Design slave_port_flat, sky130hd; sources not shown.
==> run_1/util_map.png <==
8 x 8 tiles, from white (low) to dark blue (high), 0 to 100% covered.
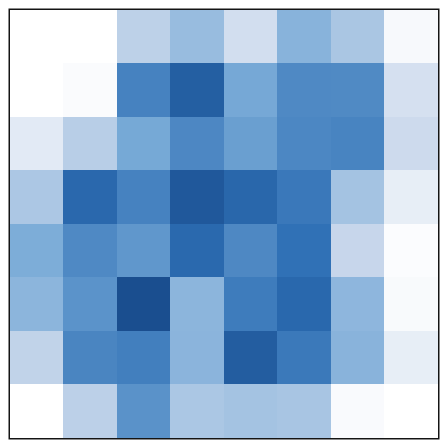
mean over tiles: 44%
tiles over 75% full: 13%
emptiest ninth of the die: upper left
fullest tile: 88%
core region area: 5140 µm²
FP Util: 41.9%
post-layout util: 52.5%

==> run_1/m2.png <==
Cells faint in the background.
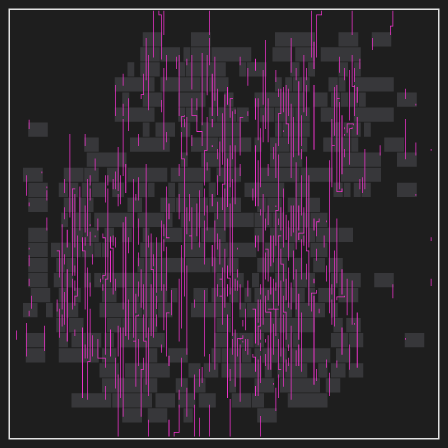
main direction: vertical
share of all routed wire: 47%
nets with wire on the layer: 252
wire length on this layer: 2350 µm
longest straight run: 31.3 µm
detailed-route via count: 1980
met2 Resource Use GR: 29.0%
final wirelength: 4.96 mm

==> run_1/ff_map.png <==
Other sequential cells in the stronger gray, the rest of the logic in the fainter gray.
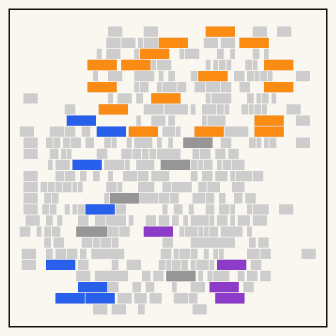
legend:
  blue:
    signal: u_core.bus.S_DOUT
    flops: 8
  purple:
    signal: u_core.state_q
    flops: 4
  orange:
    signal: u_core.addr_q
    flops: 16
not colored: 5
Seq area share: 24.5%
P_seq: 0.000734 W
Flop area: 662 µm²

==> flow_summary.json, run 1 <==
{
  "finalInstanceArea_um2": 2700,
  "hpwl_mm": 3.63,
  "top_cell": "dfxtp_1",
  "synth_area_leader_cell": "dfxtp_1",
  "compound_area_share_pct": 18.9,
  "synthTopCellsByCount": "dfxtp_1 (33), nand2_1 (30), nor2_1 (29)",
  "cts_setup_buffers": 0,
  "ys_seq_share_pct": 30.7,
  "top_area_share_pct": 30.7,
  "area_leaders": "dfxtp_1 (31%), mux2i_1 (6.0%), buf_4 (5.2%)",
  "clock_path_buffers": 2,
  "ys.flop_type": "dfxtp_1",
  "endpoint_kind": "output pin",
  "ys_sh_xor_pct": 0.813,
  "grt_usage_pct": 17.6,
  "worst_skew_pair.late_latency_ns": 0.28,
  "cts.htree.levels": 2,
  "grt-ovfl-total": 0,
  "pre_cts_ws_ns": 0.0263,
  "routabilityCongestion": 0.867,
  "drive_gt1_share_pct": 15.8,
  "synthTopLogicFamily": "simple AND/OR/NAND/NOR gates",
  "placed_cell_area_um2": 2590,
  "nNetsFinal": 327,
  "ys_cells": 275,
  "final.setup_skew_ns": 0.00389,
  "initialDrtViolationCount": 244,
  "netlist_instances": 275,
  "mux_share_pct": 9.18,
  "ant_nets": 0,
  "cts_root_buf": "clkbuf_8",
  "power_density_nw_per_um2": 782,
  "maxCapViolCount": 0,
  "layout_setup_ws_ns": 0.144,
  "syn_to_final_growth_pct": 25.3,
  "warnings": 30,
  "fin_worst_hold_slack_ns": 0.454,
  "min_period_ns": 1.79,
  "required_ns": 1.74,
  "grt_pass1_wl_mm": 8.73,
  "cts_tree": "yes",
  "finalCritPeriodShare_pct": 92.5,
  "adder_share_pct": 2.32,
  "critPathArrivalTime_ns": 1.59,
  "postCtsResizedCells": 4,
  "maxSlewHeadroom_pct": 65.1,
  "edf_count": 0,
  "cts_buffers": 5,
  "largest_reg_flops": 16,
  "whs_path_depth": 2,
  "yosysChipArea_um2": 2150,
  "grt_pass1_vias": 1873,
  "rsz0062_at_grt": "false",
  "cts_hold_buf": 0,
  "grt_max_degree": 26,
  "vias_per_cell": 5.21,
  "rr_worst_depth": 6,
  "r2r_setup_slack_ns": 0.16,
  "ys_types": 50,
  "syn_area_per_cell_um2": 7.83,
  "final-hold-violation-count": 0,
  "cp_max_fo": 25,
  "max_freq_mhz": 560,
  "row_count": 26,
  "chipHeight_um": 77.4,
  "drc": 0,
  "finalSetupViolCount": 0,
  "setup_tns_ns": 0,
  "tightestPinTransition_ns": 0.517,
  "vdd_ir_drop_max_uv": 298,
  "antenna_found_initial": 0,
  "synth_warnings": 0,
  "clock_sinks": 33,
  "synthArstFlopShare_pct": 0,
  "syn_area_um2": 2150,
  "critical_path_class": "flip-flop to output pin",
  "power_leakage_nw": 1.07,
  "floorplan.nets": 293,
  "critPathLaunchType": "flip-flop",
  "outcome": "completed",
  "min_path_type": "flip-flop to flip-flop",
  "dieWidth_um": 77.4
}
[run 1: metal layers]
metal	GRT usage [%]	part of all wire, %	up-vias
li1	-	-	1012
met1	23.3	47	912
met2	29.0	47	50
met3	3.72	4.6	6
met4	4.46	1.2	0
met5	0	0	-
[run 1: cell families (layout without fill, tap and decap cells)]
logic type | Yosys count | count (layout)
compound gates | 62 | 62
simple gates | 109 | 109
flops | 33 | 33
xor+xnor | 2 | 2
mux | 17 | 17
fa+ha+maj | 4 | 4
buf+inv | 48 | 83
[run 1: cell type report]
class                   count  area [µm²]
flip-flops and latches     33         662
clock inverters             2        33.8
inverters                  12        45.0
clock buffers               6        82.6
well taps                  70        87.6
fillers                   534        2440
repair buffers             63         556
multi-input cells         194        1230
[run 1: metrics by stage]
stage          power, W  std cells
6_report        0.00211        380
5_1_grt         0.00224        380
4_1_cts         0.00213        380
3_5_place_dp    0.00147        372
3_3_place_gp    0.00147        372
2_1_floorplan   0.00127        275
[run 1: power by group]
group,leakage (nW),internal (W),switching (W),total [W]
Combinational,0.744,0.000302,0.000415,0.000716
Clock,0.0626,0.000415,0.000245,0.000660
Sequential,0.267,0.000711,0.0000223,0.000734
[run 1: critical path: stages (launching register included)]
cell and delay, ns:
dfxtp_1 0.33, buf_4 0.20, nor2b_1 0.27, nand2_1 0.08, buf_4 0.21, inv_1 0.07, buf_4 0.15
[run 1: cells in the final DEF (no fill, tap or decap), types with 6 or more instances in the layout]
master            n
clkbuf_8          6
nor2_1           29
nand2_1          30
buf_4            27
nor2b_1          10
nand3_1          18
clkdlybuf4s50_1  33
a211oi_1          8
mux2i_1          13
o21ai_0          12
a21oi_1          17
nand2b_1          6
inv_1            12
dfxtp_1          32
==> run 2, diff against run 1 <==
--- a/config.mk
+++ b/config.mk
@@ -6,6 +6,7 @@
 export NUM_CORES = 1
 export LEC_CHECK = 0
 export CAP_MARGIN = 20
+export CORE_ASPECT_RATIO = 0.5
 export CORE_MARGIN = 2
 export CORE_UTILIZATION = 40
 export CTS_BUF_LIST = sky130_fd_sc_hd__clkbuf_8
==> run_2/ff_map.png <==
Other sequential cells in the stronger gray, the rest of the logic in the fainter gray.
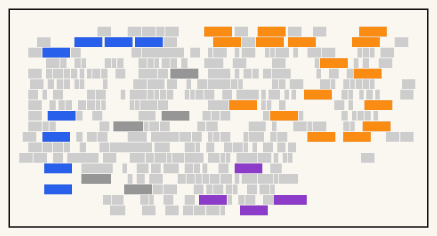
legend:
  purple:
    signal: u_core.state_q
    flops: 4
    where: bottom center
  orange:
    signal: u_core.addr_q
    flops: 16
  blue:
    signal: u_core.bus.S_DOUT
    flops: 8
not colored: 5
P_seq: 0.000744 W
Seq area share: 24.0%
post-layout util: 55.0%

==> flow_summary.json, run 2 <==
{
  "outcome": "completed",
  "top_cell": "dfxtp_1",
  "grt_usage_pct": 18.8,
  "top_area_share_pct": 30.7,
  "cts_buffers": 5,
  "vdd_ir_drop_max_uv": 369,
  "final-hold-violation-count": 0,
  "maxSlewHeadroom_pct": 62.2,
  "pre_cts_ws_ns": 0.0110,
  "grt_pass1_wl_mm": 8.91,
  "slowest_delay_ns": 0.49,
  "largest_reg_flops": 16,
  "clock_sinks": 33,
  "netlist_instances": 275,
  "chipHeight_um": 55.9,
  "placed_cell_area_um2": 2600,
  "critPathArrivalTime_ns": 1.62,
  "cp_slowest_cell": "mux4_2",
  "maxCapViolCount": 0,
  "critical_path_depth": 4,
  "lay_top_count": "clkdlybuf4s50_1",
  "hpwl_mm": 3.81,
  "met3_usage_pct": 4.68,
  "regArea_um2": 667,
  "area_leaders": "dfxtp_1 (31%), mux2i_1 (6.0%), buf_4 (5.2%)",
  "finalSetupViolCount": 0,
  "initialDrtViolationCount": 110,
  "layout_setup_ws_ns": 0.121,
  "worst_skew_pair.late_latency_ns": 0.29,
  "warnings": 29,
  "edf_count": 0,
  "p_int_w": 0.00155,
  "cts_hold_buf": 0,
  "cts_root_buf": "clkbuf_8",
  "rr_worst_depth": 6,
  "whs_path_depth": 2,
  "max_freq_mhz": 553
}
run 2: worst min-delay path, stage by stage (launching register included):
cell and delay, ns:
dfxtp_1 0.31, nand2_1 0.05, a21oi_1 0.05
run 2: timing repair:
| action | CTS | global route |
|---|---|---|
| resized | 8 | 6 |
| setup endpoints to repair | 4 | 5 |
| pin swaps | 0 | 1 |
| gates cloned | 0 | 0 |
| buffers inserted | 0 | 2 |
run 2: cells by family (layout without fill, tap and decap cells):
kind of cell / after synthesis / count (layout) / synth area share, %
AND/OR/NAND/NOR: 109 / 109 / 26.0
buffers and inverters: 48 / 85 / 12.1
adder cells (fa/ha/maj): 4 / 4 / 2.32
multiplexers: 17 / 17 / 9.17
flip-flops: 33 / 33 / 30.7
XOR/XNOR: 2 / 2 / 0.813
AND-OR/OR-AND: 62 / 62 / 18.9
run 2: stage by stage:
step	hold slack (ns)	util, %	cells
6_report	0.455	55.0	382
4_1_cts	0.461	54.3	380
5_1_grt	0.483	55.0	382
2_1_floorplan	0.337	-	275
3_5_place_dp	0.451	51.6	372
3_3_place_gp	0.444	51.6	372
run 2: layout make-up:
cell class | instances | area share [%]
Tap cell | 70 | 3.16
Timing Repair Buffer | 65 | 21.4
Inverter | 12 | 1.62
Clock buffer | 5 | 2.48
Multi-Input combinational cell | 194 | 45.0
Sequential cell | 33 | 24.0
Clock inverter | 3 | 2.34
run 2: power groups by stage:
stage | clock network [W] | registers, W | logic [W]
2_1_floorplan | 0 | 0.000742 | 0.000531
3_3_place_gp | 0 | 0.000755 | 0.000692
3_5_place_dp | 0 | 0.000757 | 0.000702
4_1_cts | 0.000800 | 0.000743 | 0.000697
5_1_grt | 0.000842 | 0.000749 | 0.000817
6_report | 0.000777 | 0.000744 | 0.000745
Power is estimated from default activity; no workload was simulated.
